===== src/rtl/fpadd_seq.sv =====
// rtl/fpadd_seq.sv - FPADD initiator: operand handshake, two-beat load, result capture.
// Optional FPADD_SEQ_TIMEOUT_EN aborts a stuck WAIT with a NaN/error result and re-drains.
module fpadd_seq #(
  parameter int DRAIN_CYC   = 64,
  parameter int TIMEOUT_CYC = 63
) (
  input  logic        CLK,
  input  logic        RSTn,
  input  logic        IN_VALID,
  output logic        IN_READY,
  input  logic [15:0] OPA,
  input  logic [15:0] OPB,
  output logic        OUT_VALID,
  input  logic        OUT_READY,
  output logic [15:0] RESULT,
  output logic        RES_OVF,
  output logic        RES_UNF,
  output logic        RES_ERR,
  output logic        FP_ST,
  output logic [15:0] FP_IN,
  input  logic        FP_DONE,
  input  logic [15:0] FP_SUM,
  input  logic        FP_OVF,
  input  logic        FP_UNF
);

  localparam int CNT_MAX = (DRAIN_CYC > TIMEOUT_CYC + 1) ? DRAIN_CYC : TIMEOUT_CYC + 1;
  localparam int CW      = $clog2(CNT_MAX) + 1;

  localparam logic [2:0] S_DRAIN = 3'd0;
  localparam logic [2:0] S_IDLE  = 3'd1;
  localparam logic [2:0] S_LDA   = 3'd2;
  localparam logic [2:0] S_LDB   = 3'd3;
  localparam logic [2:0] S_WAIT  = 3'd4;
  localparam logic [2:0] S_OUT   = 3'd5;

  logic [2:0]    state_q, state_d;
  logic [CW-1:0] cnt_q, cnt_d;
  logic          in_ready_q, in_ready_d;
  logic          out_valid_q, out_valid_d;
  logic          fp_st_q, fp_st_d;
  logic [15:0]   fp_in_q, fp_in_d;
  logic [15:0]   opb_q, opb_d;
  logic [15:0]   result_q, result_d;
  logic          ovf_q, ovf_d;
  logic          unf_q, unf_d;
`ifdef FPADD_SEQ_TIMEOUT_EN
  logic          err_q, err_d;
  assign RES_ERR = err_q;
`else
  assign RES_ERR = 1'b0;
`endif

  always_comb begin
    state_d     = state_q;
    cnt_d       = cnt_q;
    in_ready_d  = in_ready_q;
    out_valid_d = out_valid_q;
    fp_st_d     = fp_st_q;
    fp_in_d     = fp_in_q;
    opb_d       = opb_q;
    result_d    = result_q;
    ovf_d       = ovf_q;
    unf_d       = unf_q;
`ifdef FPADD_SEQ_TIMEOUT_EN
    err_d       = err_q;
`endif
    case (state_q)
      S_DRAIN: begin
        // FPADD may still be finishing an op from before reset; let it run out
        fp_st_d = 1'b0;
        if (cnt_q == CW'(DRAIN_CYC - 1)) begin
          state_d    = S_IDLE;
          in_ready_d = 1'b1;
          cnt_d      = '0;
        end else begin
          cnt_d = cnt_q + 1'b1;
        end
      end
      S_IDLE: begin
        if (IN_VALID && in_ready_q) begin
          opb_d      = OPB;
          in_ready_d = 1'b0;
          fp_st_d    = 1'b1;
          fp_in_d    = OPA;
          state_d    = S_LDA;
        end
      end
      S_LDA: begin
        fp_st_d = 1'b0;
        fp_in_d = opb_q;
        state_d = S_LDB;
      end
      S_LDB: begin
        fp_in_d = '0;
        cnt_d   = '0;
        state_d = S_WAIT;
      end
      S_WAIT: begin
        if (FP_DONE) begin
          result_d    = FP_SUM;
          ovf_d       = FP_OVF;
          unf_d       = FP_UNF;
          out_valid_d = 1'b1;
          state_d     = S_OUT;
`ifdef FPADD_SEQ_TIMEOUT_EN
          err_d       = 1'b0;
        end else if (cnt_q == CW'(TIMEOUT_CYC)) begin
          result_d    = 16'h7E00;
          ovf_d       = 1'b0;
          unf_d       = 1'b0;
          err_d       = 1'b1;
          out_valid_d = 1'b1;
          state_d     = S_OUT;
        end else begin
          cnt_d = cnt_q + 1'b1;
`endif
        end
      end
      S_OUT: begin
        if (OUT_READY) begin
          out_valid_d = 1'b0;
`ifdef FPADD_SEQ_TIMEOUT_EN
          // an aborted FPADD is in an unknown state, so drain it before reuse
          if (err_q) begin
            state_d = S_DRAIN;
            cnt_d   = '0;
          end else begin
            in_ready_d = 1'b1;
            state_d    = S_IDLE;
          end
`else
          in_ready_d = 1'b1;
          state_d    = S_IDLE;
`endif
        end
      end
      default: begin
        state_d = S_DRAIN;
        cnt_d   = '0;
      end
    endcase
  end

  always_ff @(posedge CLK or negedge RSTn) begin
    if (!RSTn) begin
      state_q     <= S_DRAIN;
      cnt_q       <= '0;
      in_ready_q  <= 1'b0;
      out_valid_q <= 1'b0;
      fp_st_q     <= 1'b0;
      fp_in_q     <= '0;
      opb_q       <= '0;
      result_q    <= '0;
      ovf_q       <= 1'b0;
      unf_q       <= 1'b0;
`ifdef FPADD_SEQ_TIMEOUT_EN
      err_q       <= 1'b0;
`endif
    end else begin
      state_q     <= state_d;
      cnt_q       <= cnt_d;
      in_ready_q  <= in_ready_d;
      out_valid_q <= out_valid_d;
      fp_st_q     <= fp_st_d;
      fp_in_q     <= fp_in_d;
      opb_q       <= opb_d;
      result_q    <= result_d;
      ovf_q       <= ovf_d;
      unf_q       <= unf_d;
`ifdef FPADD_SEQ_TIMEOUT_EN
      err_q       <= err_d;
`endif
    end
  end

  assign IN_READY  = in_ready_q;
  assign OUT_VALID = out_valid_q;
  assign FP_ST     = fp_st_q;
  assign FP_IN     = fp_in_q;
  assign RESULT    = result_q;
  assign RES_OVF   = ovf_q;
  assign RES_UNF   = unf_q;

endmodule


===== config.mk =====
export PLATFORM = sky130hd
export DESIGN_NAME = fpadd_seq
export DESIGN_NICKNAME = d
export VERILOG_FILES = /design/src/rtl/fpadd_seq.sv
export SDC_FILE = /design/constraint.sdc
export NUM_CORES = 1
export LEC_CHECK = 0
export ABC_CLOCK_PERIOD_IN_PS = 1800
export CAP_MARGIN = 20
export CELL_PAD_IN_SITES_DETAIL_PLACEMENT = 0
export CELL_PAD_IN_SITES_GLOBAL_PLACEMENT = 2
export CORE_AREA = 4 4 102 104
export CTS_CLUSTER_DIAMETER = 80
export DETAILED_ROUTE_END_ITERATION = 8
export DIE_AREA = 0 0 106 108
export GPL_TIMING_DRIVEN = 0
export HOLD_SLACK_MARGIN = 0.15
export MAX_ROUTING_LAYER = met4
export PLACE_DENSITY = 0.84
export SLEW_MARGIN = 20
export SYNTH_ARGS = -nofsm -noshare
export SYNTH_HDL_FRONTEND = slang
export SYNTH_SLANG_ARGS = --single-unit

===== constraint.sdc =====
create_clock -name CLK -period 1.8 [get_ports CLK]
set_input_delay 0.54 -clock CLK [delete_from_list [all_inputs] [get_ports CLK]]
set_output_delay 0.54 -clock CLK [all_outputs]
set_load 0.005 [all_outputs]

Fig. 1: where the registers sit
Bar = 20 um. Other sequential cells in the stronger grey, the rest of the logic in the fainter grey.
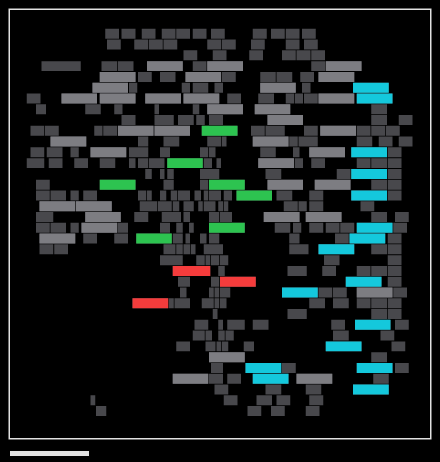
legend:
  cyan:
    signal: `RESULT`
    flops: 16
  red:
    signal: `state_q`
    flops: 3
  green:
    signal: `cnt_q`
    flops: 7
    where: centre

Fig. 2: signal wires by layer
Only two layers are drawn.
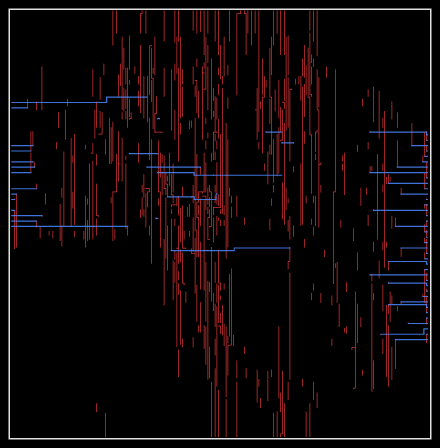
legend:
  red:
    layer: M2
    wire_length: 3280 um
  blue:
    layer: M3
    wire_length: 397 um

==> results_dict.tcl <==
# implementation run metrics
set metrics [dict create \
    clockBufferDepth 2 \
    boundaryPins 93 \
    synth_cells 208 \
    rrSetupSlack_ps 90 \
    dp_hpwl_mm 4.924 \
    powerSeq_mw 1.44 \
    synth-compound-area-share_pct 12.94 \
    dr.pass1.iters 4 \
    topRoutingLayerUsed "met4" \
    nWellTaps 133 \
    status "finished, final reports clean" \
    worstSkewPairLatency_ps 330 \
    yosysWarnings 0 \
    lay_top_cells "clkdlybuf4s50_1, dfrtp_1, mux2_2" \
    gr-usage-met1_pct 15.16 \
    synth-edff-count 0 \
    switchingPower_uw 625.3 \
    p_int_mw 2.129 \
    path_class "register to primary output" \
    rr_endpoint "RESULT[4]" \
    hold_viol 0 \
    htreeDepth 3 \
]
Fig. 3: wiring heat map
21 x 22 tiles, from dark purple (low) to yellow (high), scaled to the fullest tile. Values are wire area over tile area, all layers added.
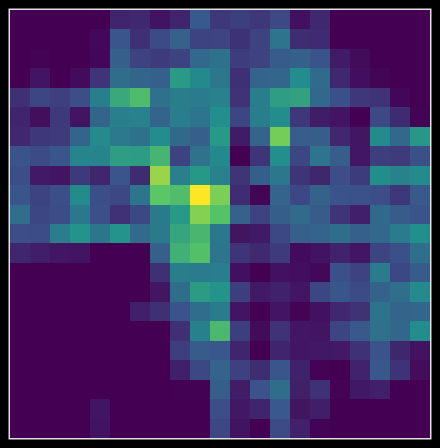
nearly empty tiles: 29%
emptiest ninth of the die: lower left
densest ninth of the die: centre
via count: 2101
gr usage total: 12.27%
wire per inst: 14.81 um
WL final: 6.724 mm

